===== src/rtl/divclk_monitor_if.sv =====
// Bundle between the slow-clock monitor and its user: control inputs towards
// the monitor, step enable and measurement results back from it.
interface divclk_monitor_if #(
    parameter int CNT_W  = 16,
    parameter int EDGE_W = 32
);
    logic              clk_in;
    logic              halt;
    logic              clr;
    logic              step_en;
    logic [EDGE_W-1:0] edge_cnt;
    logic [CNT_W-1:0]  half_period;
    logic              period_vld;
    logic              stalled;

    // Driver of clk_in/halt/clr, consumer of the results
    modport master (
        output clk_in, halt, clr,
        input  step_en, edge_cnt, half_period, period_vld, stalled
    );

    // The monitor itself
    modport slave (
        input  clk_in, halt, clr,
        output step_en, edge_cnt, half_period, period_vld, stalled
    );
endinterface


===== src/rtl/divclk_monitor.sv =====
// Divided-clock monitor: synchronises a slow square wave into the clk domain,
// emits a one-cycle step enable per accepted rising edge, counts rising edges,
// measures the last completed half-period and flags a stalled slow clock.
// Optional feature macro: DIVCLK_MON_GLITCH_FILTER_EN -- edges are accepted
// only once the synchronised level has been stable for two cycles.
module divclk_monitor #(
    parameter int CNT_W   = 16,
    parameter int EDGE_W  = 32,
    parameter int TIMEOUT = 1000
) (
    input  logic             clk,
    input  logic             rst_n,
    divclk_monitor_if.slave  bus
);
    localparam logic [1:0] ST_IDLE    = 2'd0;
    localparam logic [1:0] ST_MEASURE = 2'd1;
    localparam logic [1:0] ST_STALLED = 2'd2;

    localparam logic [CNT_W-1:0] TIMEOUT_LAST = CNT_W'(TIMEOUT - 1);

    logic              sync0_reg;
    logic              sync1_reg;
    logic              prev_reg;
    logic              rise;
    logic              fall;
    logic              acc_edge;

    logic              step_en_reg;
    logic [EDGE_W-1:0] edge_cnt_reg;
    logic [CNT_W-1:0]  phase_cnt_reg;
    logic [CNT_W-1:0]  half_period_reg;
    logic              period_vld_reg;
    logic              stalled_reg;
    logic [1:0]        state_reg;

    logic              phase_sat;
    logic              timeout_hit;
    logic [CNT_W-1:0]  phase_inc;

`ifdef DIVCLK_MON_GLITCH_FILTER_EN
    logic sync2_reg;

    // Two-FF synchroniser plus one filter stage; prev tracks the accepted level
    always_ff @(posedge clk or negedge rst_n) begin
        if (!rst_n) begin
            sync0_reg <= 1'b0;
            sync1_reg <= 1'b0;
            sync2_reg <= 1'b0;
            prev_reg  <= 1'b0;
        end else begin
            sync0_reg <= bus.clk_in;
            sync1_reg <= sync0_reg;
            sync2_reg <= sync1_reg;
            if (sync1_reg == sync2_reg)
                prev_reg <= sync1_reg;
        end
    end

    // A level change counts only when it has persisted for two samples
    assign rise = sync1_reg & sync2_reg & ~prev_reg;
    assign fall = ~sync1_reg & ~sync2_reg & prev_reg;
`else
    // Two-FF synchroniser plus previous-sample register for edge detection
    always_ff @(posedge clk or negedge rst_n) begin
        if (!rst_n) begin
            sync0_reg <= 1'b0;
            sync1_reg <= 1'b0;
            prev_reg  <= 1'b0;
        end else begin
            sync0_reg <= bus.clk_in;
            sync1_reg <= sync0_reg;
            prev_reg  <= sync1_reg;
        end
    end

    assign rise = sync1_reg & ~prev_reg;
    assign fall = ~sync1_reg & prev_reg;
`endif

    assign acc_edge    = rise | fall;
    assign phase_sat   = &phase_cnt_reg;
    assign phase_inc   = phase_cnt_reg + CNT_W'(1);
    assign timeout_hit = (phase_cnt_reg == TIMEOUT_LAST);

    // Step pulse and rising-edge counter; halt suppresses both, clr drops the edge
    always_ff @(posedge clk or negedge rst_n) begin
        if (!rst_n) begin
            step_en_reg  <= 1'b0;
            edge_cnt_reg <= '0;
        end else if (bus.clr) begin
            step_en_reg  <= 1'b0;
            edge_cnt_reg <= '0;
        end else begin
            step_en_reg <= rise & ~bus.halt;
            if (rise && !bus.halt)
                edge_cnt_reg <= edge_cnt_reg + EDGE_W'(1);
        end
    end

    // Saturating phase length counter, restarted by every accepted edge
    always_ff @(posedge clk or negedge rst_n) begin
        if (!rst_n)
            phase_cnt_reg <= '0;
        else if (bus.clr || acc_edge)
            phase_cnt_reg <= '0;
        else if (!phase_sat)
            phase_cnt_reg <= phase_inc;
    end

    // Measurement FSM: arm on first edge, capture phases, detect stall
    always_ff @(posedge clk or negedge rst_n) begin
        if (!rst_n) begin
            state_reg       <= ST_IDLE;
            half_period_reg <= '0;
            period_vld_reg  <= 1'b0;
            stalled_reg     <= 1'b0;
        end else if (bus.clr) begin
            state_reg       <= ST_IDLE;
            half_period_reg <= '0;
            period_vld_reg  <= 1'b0;
            stalled_reg     <= 1'b0;
        end else begin
            case (state_reg)
                ST_IDLE: begin
                    if (acc_edge) begin
                        state_reg <= ST_MEASURE;
                    end else if (timeout_hit) begin
                        state_reg   <= ST_STALLED;
                        stalled_reg <= 1'b1;
                    end
                end
                ST_MEASURE: begin
                    if (acc_edge) begin
                        half_period_reg <= phase_sat ? phase_cnt_reg : phase_inc;
                        period_vld_reg  <= 1'b1;
                    end else if (timeout_hit) begin
                        state_reg   <= ST_STALLED;
                        stalled_reg <= 1'b1;
                    end
                end
                ST_STALLED: begin
                    // The phase that ended in the stall is meaningless; keep old result
                    if (acc_edge) begin
                        state_reg   <= ST_MEASURE;
                        stalled_reg <= 1'b0;
                    end
                end
                default: begin
                    state_reg <= ST_IDLE;
                end
            endcase
        end
    end

    assign bus.step_en     = step_en_reg;
    assign bus.edge_cnt    = edge_cnt_reg;
    assign bus.half_period = half_period_reg;
    assign bus.period_vld  = period_vld_reg;
    assign bus.stalled     = stalled_reg;

endmodule

===== src/flat_wrapper.sv =====
// flat-port wrapper written by rule: the top's interface ports become plain ports
module divclk_monitor_flat 
#(
    parameter int CNT_W   = 16,
    parameter int EDGE_W  = 32,
    parameter int TIMEOUT = 1000
)
  (clk, rst_n, bus_clk_in, bus_halt, bus_clr, bus_step_en, bus_edge_cnt, bus_half_period, bus_period_vld, bus_stalled);
  divclk_monitor_if #(.CNT_W(CNT_W), .EDGE_W(EDGE_W)) bus_i ();
  input  logic clk;
  input  logic rst_n;
  input wire logic [$bits(bus_i.clk_in)-1:0] bus_clk_in;
  input wire logic [$bits(bus_i.halt)-1:0] bus_halt;
  input wire logic [$bits(bus_i.clr)-1:0] bus_clr;
  output wire logic [$bits(bus_i.step_en)-1:0] bus_step_en;
  output wire logic [$bits(bus_i.edge_cnt)-1:0] bus_edge_cnt;
  output wire logic [$bits(bus_i.half_period)-1:0] bus_half_period;
  output wire logic [$bits(bus_i.period_vld)-1:0] bus_period_vld;
  output wire logic [$bits(bus_i.stalled)-1:0] bus_stalled;
  assign bus_i.clk_in = bus_clk_in;
  assign bus_i.halt = bus_halt;
  assign bus_i.clr = bus_clr;
  assign bus_step_en = bus_i.step_en;
  assign bus_edge_cnt = bus_i.edge_cnt;
  assign bus_half_period = bus_i.half_period;
  assign bus_period_vld = bus_i.period_vld;
  assign bus_stalled = bus_i.stalled;
  divclk_monitor #(.CNT_W(CNT_W), .EDGE_W(EDGE_W), .TIMEOUT(TIMEOUT)) u_core (.clk(clk), .rst_n(rst_n), .bus(bus_i));
endmodule

===== config.mk =====
export PLATFORM = sky130hd
export DESIGN_NAME = divclk_monitor_flat
export DESIGN_NICKNAME = d
export VERILOG_FILES = /design/src/rtl/divclk_monitor_if.sv /design/src/rtl/divclk_monitor.sv /design/src/flat_wrapper.sv
export SDC_FILE = /design/constraint.sdc
export NUM_CORES = 1
export LEC_CHECK = 0
export CAP_MARGIN = 20
export CORE_AREA = 2 2 81 83
export CTS_CLUSTER_SIZE = 28
export DETAILED_ROUTE_END_ITERATION = 10
export DIE_AREA = 0 0 83 85
export GPL_ROUTABILITY_DRIVEN = 0
export HOLD_SLACK_MARGIN = 0.12
export PLACE_DENSITY = 0.95
export SLEW_MARGIN = 15
export SYNTH_ARGS = -nofsm -noshare
export SYNTH_HDL_FRONTEND = slang
export SYNTH_SLANG_ARGS = --single-unit

===== constraint.sdc =====
create_clock -name clk -period 4.35 [get_ports clk]
set_input_delay 0.87 -clock clk [delete_from_list [all_inputs] [get_ports clk]]
set_output_delay 0.87 -clock clk [all_outputs]
set_load 0.02 [all_outputs]

Figure 1. Placed cells, one color a class (run 1).
(3 px per um)
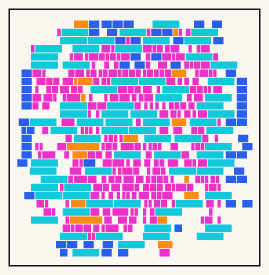
legend:
  blue:
    class: remaining buffers and delay cells
    cells: 58
    share_of_their_area: 14%
  orange:
    class: clock drivers and dummy loads
    cells: 16
    share_of_their_area: 5.0%
  magenta:
    class: remaining logic cells
    cells: 273
    share_of_their_area: 39%
  cyan:
    class: registers
    cells: 72
    share_of_their_area: 43%

Figure 2. Clock nets (run 1).
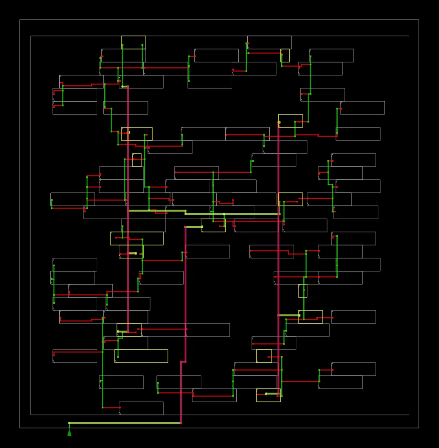
CLK BUF: 10
worst clock skew: 0.00810 ns
Clk. pwr: 566 uW
flop count: 72

Figure 3. Cell area per tile (run 1).
(4 px per um) 8 x 8 tiles, from black (low) to pale yellow (high), 0 to 100% covered.
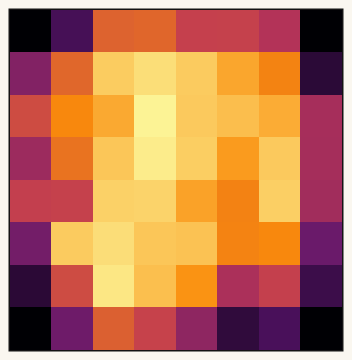
mean over tiles: 60%
nearly empty tiles: 6.2%
emptiest ninth of the die: bottom right

==> out/metrics.cfg, run 1 <==
[final_layout]
bufAreaShareNonClock_pct=13.2
largest_register_ffs=32
nFillCells=462
logic_gates=266
layout_top_cells=72 x dfrtp_1, 68 x nor2_1, 53 x clkdlybuf4s50_1, 23 x xnor2_1, 22 x nand2_1
regArea_sq_um=1800
area_delta_synth_final_pct=23.2
drive_gt1_share_pct=7.16
final_cells=496
combGateArea_sq_um=1610
clock_tree_area_fraction_pct=4.91
inverters_excl_clock=7

[final_timing]
fin_setup_tns_ns=0
min_period_ns=2.89
setup_ws_ns=1.46
tightestPinTransition_ns=0.683
period_used_pct=66.5
final_hold_viol_count=0
fin_hold_ws_ns=0.385
max_slew_margin_pct=54.5

[worst_setup_path]
r2r-start=u_core.prev_reg
path_buffers=1
worstPathArrival_ns=3.11
cp.required_ns=4.57
worstReg2RegEnd=u_core.bus.edge_cnt[30]
slowest_stage=nor4_1
crit_end=u_core.bus.edge_cnt[30]
cp_top_family=simple AND/OR/NAND/NOR gates
cp_cell_sequence=clkdlybuf4s50_1 -> nor2b_1 -> nand3_1 -> nor4_1 -> xnor2_1 -> nor2_1

[detailed_routing]
dr_wl_met2_um=3960
drt-vias-per-instance=5.97
met1_length_um=3470
dr.pass1.iters=4
drc_errors=0
antenna_left=0
routedWlPerCell_um=16.2
drtIter0Drc=361
vias=2961

[grt]
grt_use_met1_pct=31.9
grtUsageTotal_pct=24.1
antenna_found_initial=0
grt_start_max_net_pins=55
gr-usage-met2_pct=39.1
use_met3_pct=3.50

[synthesis]
flop_cell=dfrtp_1
synth.cellmix.adderShare_pct=1.07
yosysTopAreaCell=dfrtp_1
ys_cells=361
aoi_share_pct=8.37
fp_nets=369
synthArstFlopShare_pct=100
top_cells_by_count=72 x dfrtp_1, 68 x nor2_1, 23 x xnor2_1, 22 x nand2_1
edf_count=0
ys.flops=72
synth.area.top_cells=dfrtp_1 52%, nor2_1 7.3%, xnor2_1 5.8%
yosys-stat-area_sq_um=3500
syn_inst=361
synth-xor-area-share_pct=9.01
syn_area_sq_um=3500
logic_family=simple AND/OR/NAND/NOR gates

[power]
powerComb_uw=82.9
power.total_mw=1.34
p_leak_nw=1.67
seqPwrFrac_pct=51.4
seq-power_uw=688
swShare_pct=23.1
p_sw_uw=309
power.density_nw_per_um2=310
maxPowerGroup=sequential cells
p_int_mw=1.03
comb_power_share_pct=6.2

[die]
initial_core_util_pct=56.4
rows=29
die_area_sq_um=7060
die_y_um=85
taps=77
fp.dieW_um=83

[clocking]
cts_buffer_depth=2
ctsHtreeMaxLevel=3
root_buffer=clkbuf_8
cts.repair.resized=0
cts_setup_buffers=0

[hold_path]
hold_path.class=reg2reg
hold_path_end=u_core.sync1_reg
min_from=u_core.sync0_reg

[placement]
preCtsSetupSlack_ns=1.16
postPlaceCellArea_sq_um=4090

[status]
outcome=completed

[run]
cap_violations=0

==> run 2: changes to the inputs <==
- CORE_AREA: 2 2 81 83 -> 2 2 89 91
- DIE_AREA: 0 0 83 85 -> 0 0 91 93
- PLACE_DENSITY: 0.95 -> 0.85
- clock period: 4.35 -> 2.4 ns (I/O delays scaled with it)
Figure 4. Clock nets (run 2).
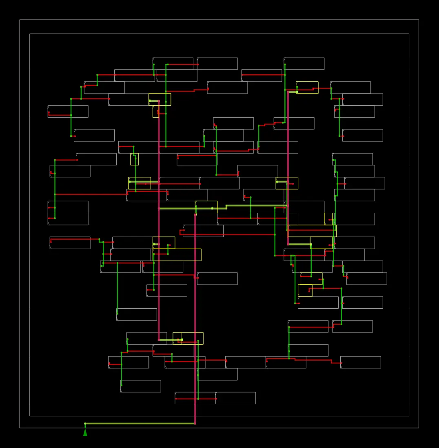
TritonCTS Sinks: 72
Late-Pin Clk Latency: 0.35 ns
Num CTS Buffers: 9

Figure 5. Cell area per tile (run 2).
(4 px per um) 9 x 9 tiles, from black (low) to pale yellow (high), 0 to 100% covered.
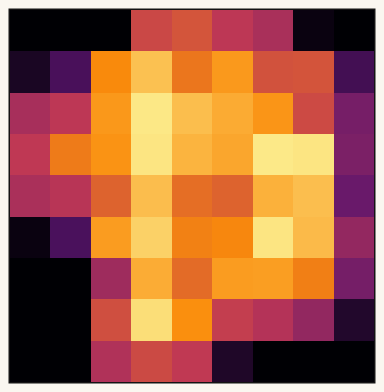
tiles over 75% full: 31%
nearly empty tiles: 16%
mean over tiles: 50%
fullest tile: 95%
emptiest ninth of the die: bottom left

==> out/metrics.cfg, run 2 <==
[synthesis]
ys_cells=361
top_cells_by_count=72 x dfrtp_1, 68 x nor2_1, 23 x xnor2_1, 22 x nand2_1
yosysTopAreaCell=dfrtp_1
syn_inst=361
synth-xor-area-share_pct=9.01
edf_count=0
ys.flops=72
aoi_share_pct=8.37
flop_cell=dfrtp_1
logic_family=simple AND/OR/NAND/NOR gates
synthArstFlopShare_pct=100
syn_area_sq_um=3500

[grt]
grt_start_max_net_pins=54
gr-usage-met2_pct=33.0
grtUsageTotal_pct=19.8
use_met3_pct=2.90
antenna_found_initial=0

[worst_setup_path]
r2r-start=u_core.phase_cnt_reg[0]
path_buffers=0
cp.required_ns=2.61
worstPathArrival_ns=2.45
slowest_stage=or4_4
crit_end=u_core.bus.half_period[1]
cp_top_family=simple AND/OR/NAND/NOR gates

[power]
p_int_mw=1.87
power.total_mw=2.44
maxPowerGroup=sequential cells
p_leak_nw=1.70
power.density_nw_per_um2=556
clock_net_power_mw=1.04
swShare_pct=23.4
seq-power_mw=1.25
comb_power_share_pct=6.3

[final_layout]
bufAreaShareNonClock_pct=13.8
combGateArea_sq_um=1610
ff_count=72
final_cells=525
inverters_excl_clock=7
nFillCells=659
layout_top_cells=72 x dfrtp_1, 68 x nor2_1, 53 x clkdlybuf4s50_1, 23 x xnor2_1, 22 x nand2_1
largest_register_ffs=32
drive_gt1_share_pct=8.04
regArea_sq_um=1800

[clocking]
root_buffer=clkbuf_8
cts.repair.resized=0
cts_setup_buffers=0
ctsHtreeMaxLevel=3

[detailed_routing]
drtIter0Drc=287
dr.pass1.iters=4
antenna_left=0
drt-vias-per-instance=5.57
dr_wl_met2_um=3900

[final_timing]
final_hold_viol_count=0
fin_setup_tns_ns=0
min_period_ns=2.24
fin_skew_ns=0.00870
tightestPinTransition_ns=0.773
setup_ws_ns=0.162

[hold_path]
hold_path.class=in2async

[placement]
postPlaceCellArea_sq_um=4170
preCtsSetupSlack_ns=0.163

[die]
die_y_um=93
rows=32
fp.dieW_um=91
die_area_sq_um=8460
taps=102
initial_core_util_pct=46.5

[run]
cap_violations=0

[status]
outcome=completed

==> run 3: changes to the inputs <==
- CORE_AREA: 2 2 89 91 -> 2 2 73 110
- DIE_AREA: 0 0 91 93 -> 0 0 75 112
Figure 6. Pin placement (run 3).
(3 px per um) Pins as bars across the die edge, other pins in gray.
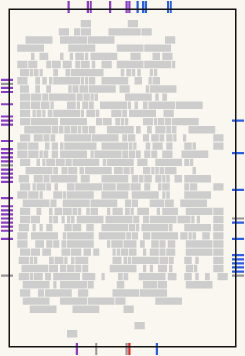
legend:
  blue:
    port: bus_half_period
    pins: 16
    direction: output
    edge: 10 right, 5 top, 1 bottom
  red:
    port: bus_stalled
    pins: 1
    direction: output
    edge: bottom
  purple:
    port: bus_edge_cnt
    pins: 32
    direction: output
    edge: 25 left, 6 top, 1 bottom
all pins by edge: 28 left, 12 right, 11 top, 5 bottom

Figure 7. Wiring by layer (run 3).
(2 px per um)
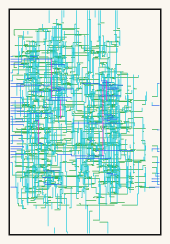
legend:
  magenta:
    layer: M4
    wire_length: 84.3 um
  green:
    layer: M1
    wire_length: 3290 um
  cyan:
    layer: M2
    wire_length: 4510 um
  blue:
    layer: M3
    wire_length: 433 um

==> out/metrics.cfg, run 3 <==
[worst_setup_path]
path_buffers=0
worstReg2RegEnd=u_core.bus.half_period[1]
cp_cell_sequence=ha_1 -> nand3_2 -> or4_4 -> nor2_4 -> mux2i_1 -> a211oi_2
r2r-start=u_core.phase_cnt_reg[0]
worstPathArrival_ns=2.42
slowest_stage=or4_4
cp_top_family=simple AND/OR/NAND/NOR gates

[synthesis]
aoi_share_pct=8.37
ys_cells=361
synth-xor-area-share_pct=9.01
fp_nets=369
syn_inst=361
yosysTopAreaCell=dfrtp_1
top_cells_by_count=72 x dfrtp_1, 68 x nor2_1, 23 x xnor2_1, 22 x nand2_1
edf_count=0
flop_cell=dfrtp_1
yosys-stat-area_sq_um=3500
synth.top_cell.area_share_pct=51.5
synthArstFlopShare_pct=100
ys.flops=72

[final_timing]
fin_skew_ns=0.00748
setup_ws_ns=0.170
final_hold_viol_count=0
period_used_pct=92.9
fin_setup_tns_ns=0
tightestPinTransition_ns=0.681

[die]
rows=39
fp.dieW_um=75
taps=102
die_y_um=112
initial_core_util_pct=46.9

[power]
powerComb_uw=153
seqPwrFrac_pct=42.1
maxPowerGroup=the clock network
seq-power_mw=1.25
comb_power_share_pct=5.1
power.total_mw=2.96
power.density_nw_per_um2=655
p_int_mw=2.36
p_sw_uw=608
swShare_pct=20.5
clock_net_power_mw=1.56

[detailed_routing]
routedWlPerCell_um=15.8
vias=2949
dr_wl_met2_um=4510
drt-vias-per-instance=5.60
drc_errors=0
antenna_left=0

[final_layout]
ff_count=72
area_delta_synth_final_pct=29.4
regArea_sq_um=1800
nFillCells=602
clkbuf_count=11
largest_register_ffs=32
clock_tree_area_fraction_pct=7.85
final_cells=527
inverters_excl_clock=7
combGateArea_sq_um=1610
drive_gt1_share_pct=8.47

[hold_path]
min_from=u_core.sync0_reg
hold_path.class=reg2reg
hold_path_end=u_core.sync1_reg

[clocking]
clock_sink_count=72
root_buffer=clkbuf_16
cts.repair.resized=0
ctsHtreeMaxLevel=3
clkLatencyLatePin_ns=0.33
cts_made_buffers=9

[status]
outcome=completed

[grt]
gr-usage-met2_pct=37.4
use_met3_pct=5.07
grt_start_max_net_pins=54
antenna_found_initial=0

[placement]
postPlaceCellArea_sq_um=4160
preCtsSetupSlack_ns=0.140

[run]
cap_violations=0

Power and IR drop assume default switching activity.
